===== src/rtl/sel0628_pkg.sv =====
// Shared definitions for the sel0628 accumulator CPU: widths, opcode and ALU
// op encodings, and the fetch/execute/write state machine states.
package sel0628_pkg;

    localparam int ADDR_W = 6;
    localparam int DATA_W = 8;

    // Instruction opcode, bits [7:6]
    localparam logic [1:0] OP_LD  = 2'b00;
    localparam logic [1:0] OP_ST  = 2'b01;
    localparam logic [1:0] OP_ALU = 2'b10;
    localparam logic [1:0] OP_JNZ = 2'b11;

    // ALU operation, bits [5:4] of an ALU instruction
    localparam logic [1:0] ALU_ADD = 2'b00;
    localparam logic [1:0] ALU_SUB = 2'b01;
    localparam logic [1:0] ALU_AND = 2'b10;
    localparam logic [1:0] ALU_OR  = 2'b11;

    typedef enum logic [1:0] {
        FETCH = 2'b00,
        EXEC  = 2'b01,
        WRITE = 2'b10
    } state_e;

endpackage


===== src/rtl/sel0628_alu.sv =====
// Combinational ALU: ADD/SUB/AND/OR with modulo arithmetic and a zero flag.
module sel0628_alu
    import sel0628_pkg::*;
#(
    parameter int W = DATA_W
) (
    input  logic [W-1:0] a,
    input  logic [W-1:0] b,
    input  logic [1:0]   op,
    output logic [W-1:0] y,
    output logic         zero
);

    always_comb begin
        y = '0;
        case (op)
            ALU_ADD: y = a + b;
            ALU_SUB: y = a - b;
            ALU_AND: y = a & b;
            ALU_OR:  y = a | b;
            default: y = '0;
        endcase
    end

    assign zero = (y == '0);

endmodule


===== src/rtl/sel0628_cpu.sv =====
// 8-bit accumulator CPU: 4-entry register file, 6-bit PC, zero flag, and a
// FETCH/EXEC/WRITE sequencer driving one shared, registered RAM address bus.
module sel0628_cpu
    import sel0628_pkg::*;
#(
    parameter int ADDR_W = sel0628_pkg::ADDR_W,
    parameter int DATA_W = sel0628_pkg::DATA_W
) (
    input  logic              clk,
    input  logic              clr_n,
    input  logic [DATA_W-1:0] data_in,
    output logic              we,
    output logic [ADDR_W-1:0] addr,
    output logic [DATA_W-1:0] data_out
);

    state_e                  state_q, state_d;
    logic [ADDR_W-1:0]       pc_q, pc_d;
    logic [DATA_W-1:0]       ir_q, ir_d;
    logic [3:0][DATA_W-1:0]  r_q, r_d;
    logic                    z_q, z_d;
    logic [ADDR_W-1:0]       addr_q, addr_d;
    logic [DATA_W-1:0]       dout_q, dout_d;
    logic                    we_q, we_d;

    logic [DATA_W-1:0]       alu_y;
    logic                    alu_zero;
    logic [1:0]              fetch_op;
    logic [1:0]              ir_op;

    assign fetch_op = data_in[7:6];
    assign ir_op    = ir_q[7:6];

    sel0628_alu #(.W(DATA_W)) u_alu (
        .a    (r_q[ir_q[3:2]]),
        .b    (r_q[ir_q[1:0]]),
        .op   (ir_q[5:4]),
        .y    (alu_y),
        .zero (alu_zero)
    );

    // State register; reset also aborts any in-flight write strobe at once.
    always_ff @(posedge clk or negedge clr_n) begin
        if (!clr_n) begin
            state_q <= FETCH;
            pc_q    <= '0;
            ir_q    <= '0;
            r_q     <= '0;
            z_q     <= 1'b0;
            addr_q  <= '0;
            dout_q  <= '0;
            we_q    <= 1'b0;
        end else begin
            state_q <= state_d;
            pc_q    <= pc_d;
            ir_q    <= ir_d;
            r_q     <= r_d;
            z_q     <= z_d;
            addr_q  <= addr_d;
            dout_q  <= dout_d;
            we_q    <= we_d;
        end
    end

    always_comb begin
        state_d = state_q;
        case (state_q)
            FETCH:   state_d = EXEC;
            EXEC:    state_d = (ir_op == OP_ST) ? WRITE : FETCH;
            WRITE:   state_d = FETCH;
            default: state_d = FETCH;
        endcase
    end

    // Datapath and registered bus outputs. For ALU/JNZ the fetch address is
    // simply held through EXEC; it is replaced by the new PC at EXEC's end.
    always_comb begin
        pc_d   = pc_q;
        ir_d   = ir_q;
        r_d    = r_q;
        z_d    = z_q;
        addr_d = addr_q;
        dout_d = dout_q;
        we_d   = we_q;
        case (state_q)
            FETCH: begin
                ir_d = data_in;
                pc_d = pc_q + ADDR_W'(1);
                if (fetch_op == OP_LD || fetch_op == OP_ST)
                    addr_d = data_in[ADDR_W-1:0];
                if (fetch_op == OP_ST)
                    dout_d = r_q[0];
            end
            EXEC: begin
                case (ir_op)
                    OP_LD: begin
                        r_d[0] = data_in;
                        addr_d = pc_q;
                    end
                    OP_ST: begin
                        we_d = 1'b1;
                    end
                    OP_ALU: begin
                        r_d[ir_q[3:2]] = alu_y;
                        z_d            = alu_zero;
                        addr_d         = pc_q;
                    end
                    default: begin
                        if (!z_q) begin
                            pc_d   = ir_q[ADDR_W-1:0];
                            addr_d = ir_q[ADDR_W-1:0];
                        end else begin
                            addr_d = pc_q;
                        end
                    end
                endcase
            end
            WRITE: begin
                we_d   = 1'b0;
                addr_d = pc_q;
            end
            default: begin
                we_d   = 1'b0;
                addr_d = pc_q;
            end
        endcase
    end

    assign we       = we_q;
    assign addr     = addr_q;
    assign data_out = dout_q;

endmodule


===== config.mk =====
export PLATFORM = sky130hd
export DESIGN_NAME = sel0628_cpu
export DESIGN_NICKNAME = d
export VERILOG_FILES = /design/src/rtl/sel0628_pkg.sv /design/src/rtl/sel0628_alu.sv /design/src/rtl/sel0628_cpu.sv
export SDC_FILE = /design/constraint.sdc
export NUM_CORES = 1
export LEC_CHECK = 0
export ABC_CLOCK_PERIOD_IN_PS = 5600
export CAP_MARGIN = 40
export CORE_ASPECT_RATIO = 2
export CORE_MARGIN = 2
export CORE_UTILIZATION = 40
export CTS_CLUSTER_DIAMETER = 200
export DETAILED_ROUTE_END_ITERATION = 12
export GPL_TIMING_DRIVEN = 0
export PLACE_DENSITY = 0.64
export REMOVE_ABC_BUFFERS = 1
export SYNTH_ARGS = -nofsm -noshare
export SYNTH_HDL_FRONTEND = slang
export SYNTH_SLANG_ARGS = --single-unit

===== constraint.sdc =====
create_clock -name clk -period 5.6 [get_ports clk]
set_input_delay 0.56 -clock clk [delete_from_list [all_inputs] [get_ports clk]]
set_output_delay 0.56 -clock clk [all_outputs]
set_load 0.005 [all_outputs]

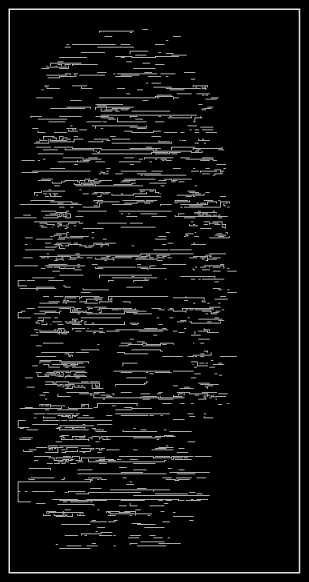
Figure 1: run 1, signal wires on met1.
main direction: horizontal
nets with wire on the layer: 388
wire length on this layer: 3330 µm
share of all routed wire: 33%
DRT Wirelength: 10.1 mm
met1 Usage GRT: 19.4%
Via Count: 3027

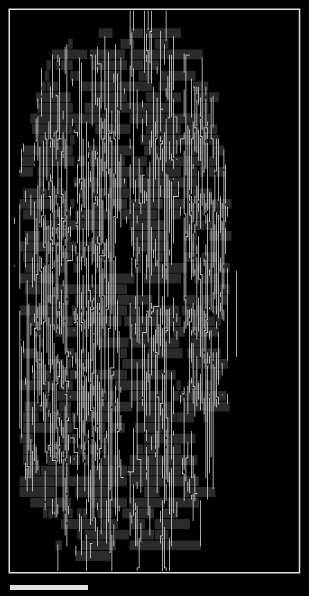
Figure 2: run 1, signal wires on met2.
Bar = 20 µm. Cells faint in the background.
main direction: vertical
longest straight run: 62.2 µm
share of all routed wire: 60%
nets with wire on the layer: 355
M2 GR Usage: 40.8%

==> results.sh, run 1 <==
# source this file to load flow results
export IMPL_seq_area_share_pct=36.0
export IMPL_crit_buf_inv=0
export IMPL_drive_gt1_share_pct=18.0
export IMPL_largest_class="logic gates"
export IMPL_crit_required_ns=5.80
export IMPL_tap_cells=104
export IMPL_cts_setup_buffers=0
export IMPL_yosysSeqAreaShare_pct=41.3
export IMPL_yosysTopAreaCell="dfrtp_1"
export IMPL_nNonClkBuffers=26
export IMPL_n_all_inverters=12
export IMPL_placed_cell_area_mm2=0.00419
export IMPL_holdWs_ns=0.245
export IMPL_ys_sh_xor_pct=2.03
export IMPL_postCtsHoldBufs=0
export IMPL_dp_cells=488
export IMPL_setup_ws_ns=1.37
export IMPL_io_buffers=24
export IMPL_slew_headroom_pct=38.0
export IMPL_yosys_warnings=0
export IMPL_drtPass1Iterations=4
export IMPL_avgSynthCellArea_um2=10.3
export IMPL_warnings=27
export IMPL_area_leaders="dfrtp_1 (41%), mux2_2 (11%), mux4_2 (7.0%)"
export IMPL_final_comb_area_mm2=0.00215
export IMPL_clkTransAtPathRegs_ns=0.05
export IMPL_ys_sh_mux_pct=21.2
export IMPL_flop_count=64
export IMPL_cpLargestDelayFamily="AND-OR/OR-AND gates"
export IMPL_largest_reg_flops=32
export IMPL_die_area_mm2=0.0105
export IMPL_ios=25
export IMPL_critPathLaunch="ir_q[0]"
export IMPL_ant_nets=0
export IMPL_vias_per_cell=6.01
export IMPL_routed_wl_met2_mm=6.12
export IMPL_clock_cell_area_share_pct=5.96
export IMPL_clock_latency_late_pin_ns=0.33
export IMPL_crit_type="register to register"
export IMPL_htree_levels=3
export IMPL_ys_area_mm2=0.00388
export IMPL_outcome="completed"
export IMPL_placementRows=50
export IMPL_grt_use_total_pct=21.0
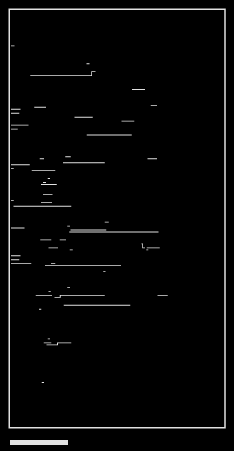
Figure 3: run 1, M3 wires.
Bar = 20 µm.
share of all routed wire: 3.0%
nets with wire on the layer: 37
main direction: horizontal
Global Route met3 Usage: 3.46%

## run 1: kinds of logic after synthesis
kind of cell	count (synthesis)
and+or+nand+nor	113
adders and majority gates	18
muxes	56
xor gates and xnor gates	9
buffers and inverters	30
DFF	64
AOI/OAI and AO/OA	86
## run 1: layer usage
layer	GRT usage, %	vias to the layer above
li1	-	1417
met1	19.4	1501
met2	40.8	82
met3	3.46	27
met4	11.7	0
met5	0	-
==> run 1 -> run 2 <==
ABC_CLOCK_PERIOD_IN_PS = 4410   (was 5600)
clock period = 4.41 ns   (was 5.6 ns; I/O delays follow)
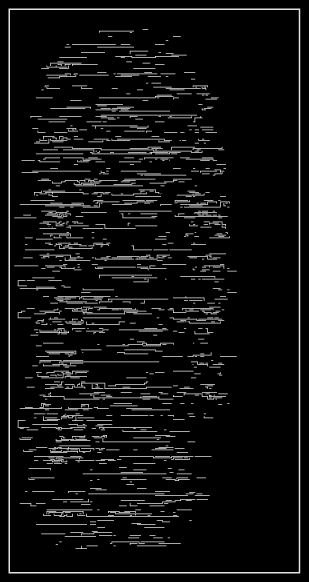
Figure 4: run 2, signal wires on met1.
main direction: horizontal
wire length on this layer: 3280 µm
longest straight run: 25.3 µm
share of all routed wire: 32%
DRT Wirelength: 10.1 mm
Via Count: 3052

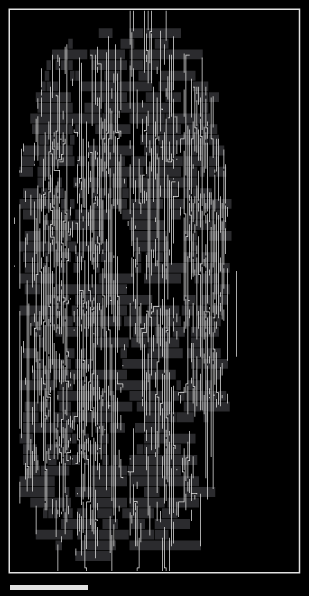
Figure 5: run 2, signal wires on met2.
Bar = 20 µm. Cells faint in the background.
wire length on this layer: 6070 µm
share of all routed wire: 60%
longest straight run: 98.3 µm
main direction: vertical
nets with wire on the layer: 356

==> run 2 against run 1 <==
Net effect:
- synthesized area is the same
- maximum frequency up 5.3%
- synthesized cell count stayed put
- critical path depth is the same
- routed wire length shrank 0.24%
- global-route usage unchanged
- worst hold slack got worse by 0.12 ns
- register-to-register slack worse by 0.98 ns
==> results.sh, run 2 <==
# source this file to load flow results
export IMPL_crit_type="register to register"
export IMPL_ios=25
export IMPL_htree_levels=3
export IMPL_crit_buf_inv=0
export IMPL_cpLargestDelayFamily="AND-OR/OR-AND gates"
export IMPL_ys_area_mm2=0.00388
export IMPL_postCtsHoldBufs=0
export IMPL_clkTransAtPathRegs_ns=0.05
export IMPL_die_area_mm2=0.0105
export IMPL_yosysTopAreaCell="dfrtp_1"
export IMPL_ys_sh_mux_pct=21.2
export IMPL_largest_reg_flops=32
export IMPL_drtPass1Iterations=4
export IMPL_outcome="completed"
export IMPL_critPathLaunch="ir_q[0]"
export IMPL_cts_setup_buffers=0
export IMPL_slew_headroom_pct=41.1
==> run 2: cell counts in the layout (fill, tap and decap cells not counted) <==
Identical to the previous run, type by type.
==> run 2: kinds of logic after synthesis <==
| family | count (synthesis) |
|---|---|
| buffers and inverters | 30 |
| DFF | 64 |
| AOI/OAI and AO/OA | 86 |
| muxes | 56 |
| xor gates and xnor gates | 9 |
| adders and majority gates | 18 |
| and+or+nand+nor | 113 |
==> run 2: layout make-up <==
cell class,count,area [µm²]
inverter,12,45.0
clock buffer,10,229
fill,885,4930
tap,104,130
timing repair buffer,26,260
clock inverter,6,36.3
multi-input combinational,282,2150
sequential,64,1600
==> run 2: routing by layer <==
metal | vias up | track usage (%)
met2 | 72 | 40.8
li1 | 1422 | -
met1 | 1529 | 19.4
met5 | - | 0
met3 | 29 | 3.46
met4 | 0 | 11.7
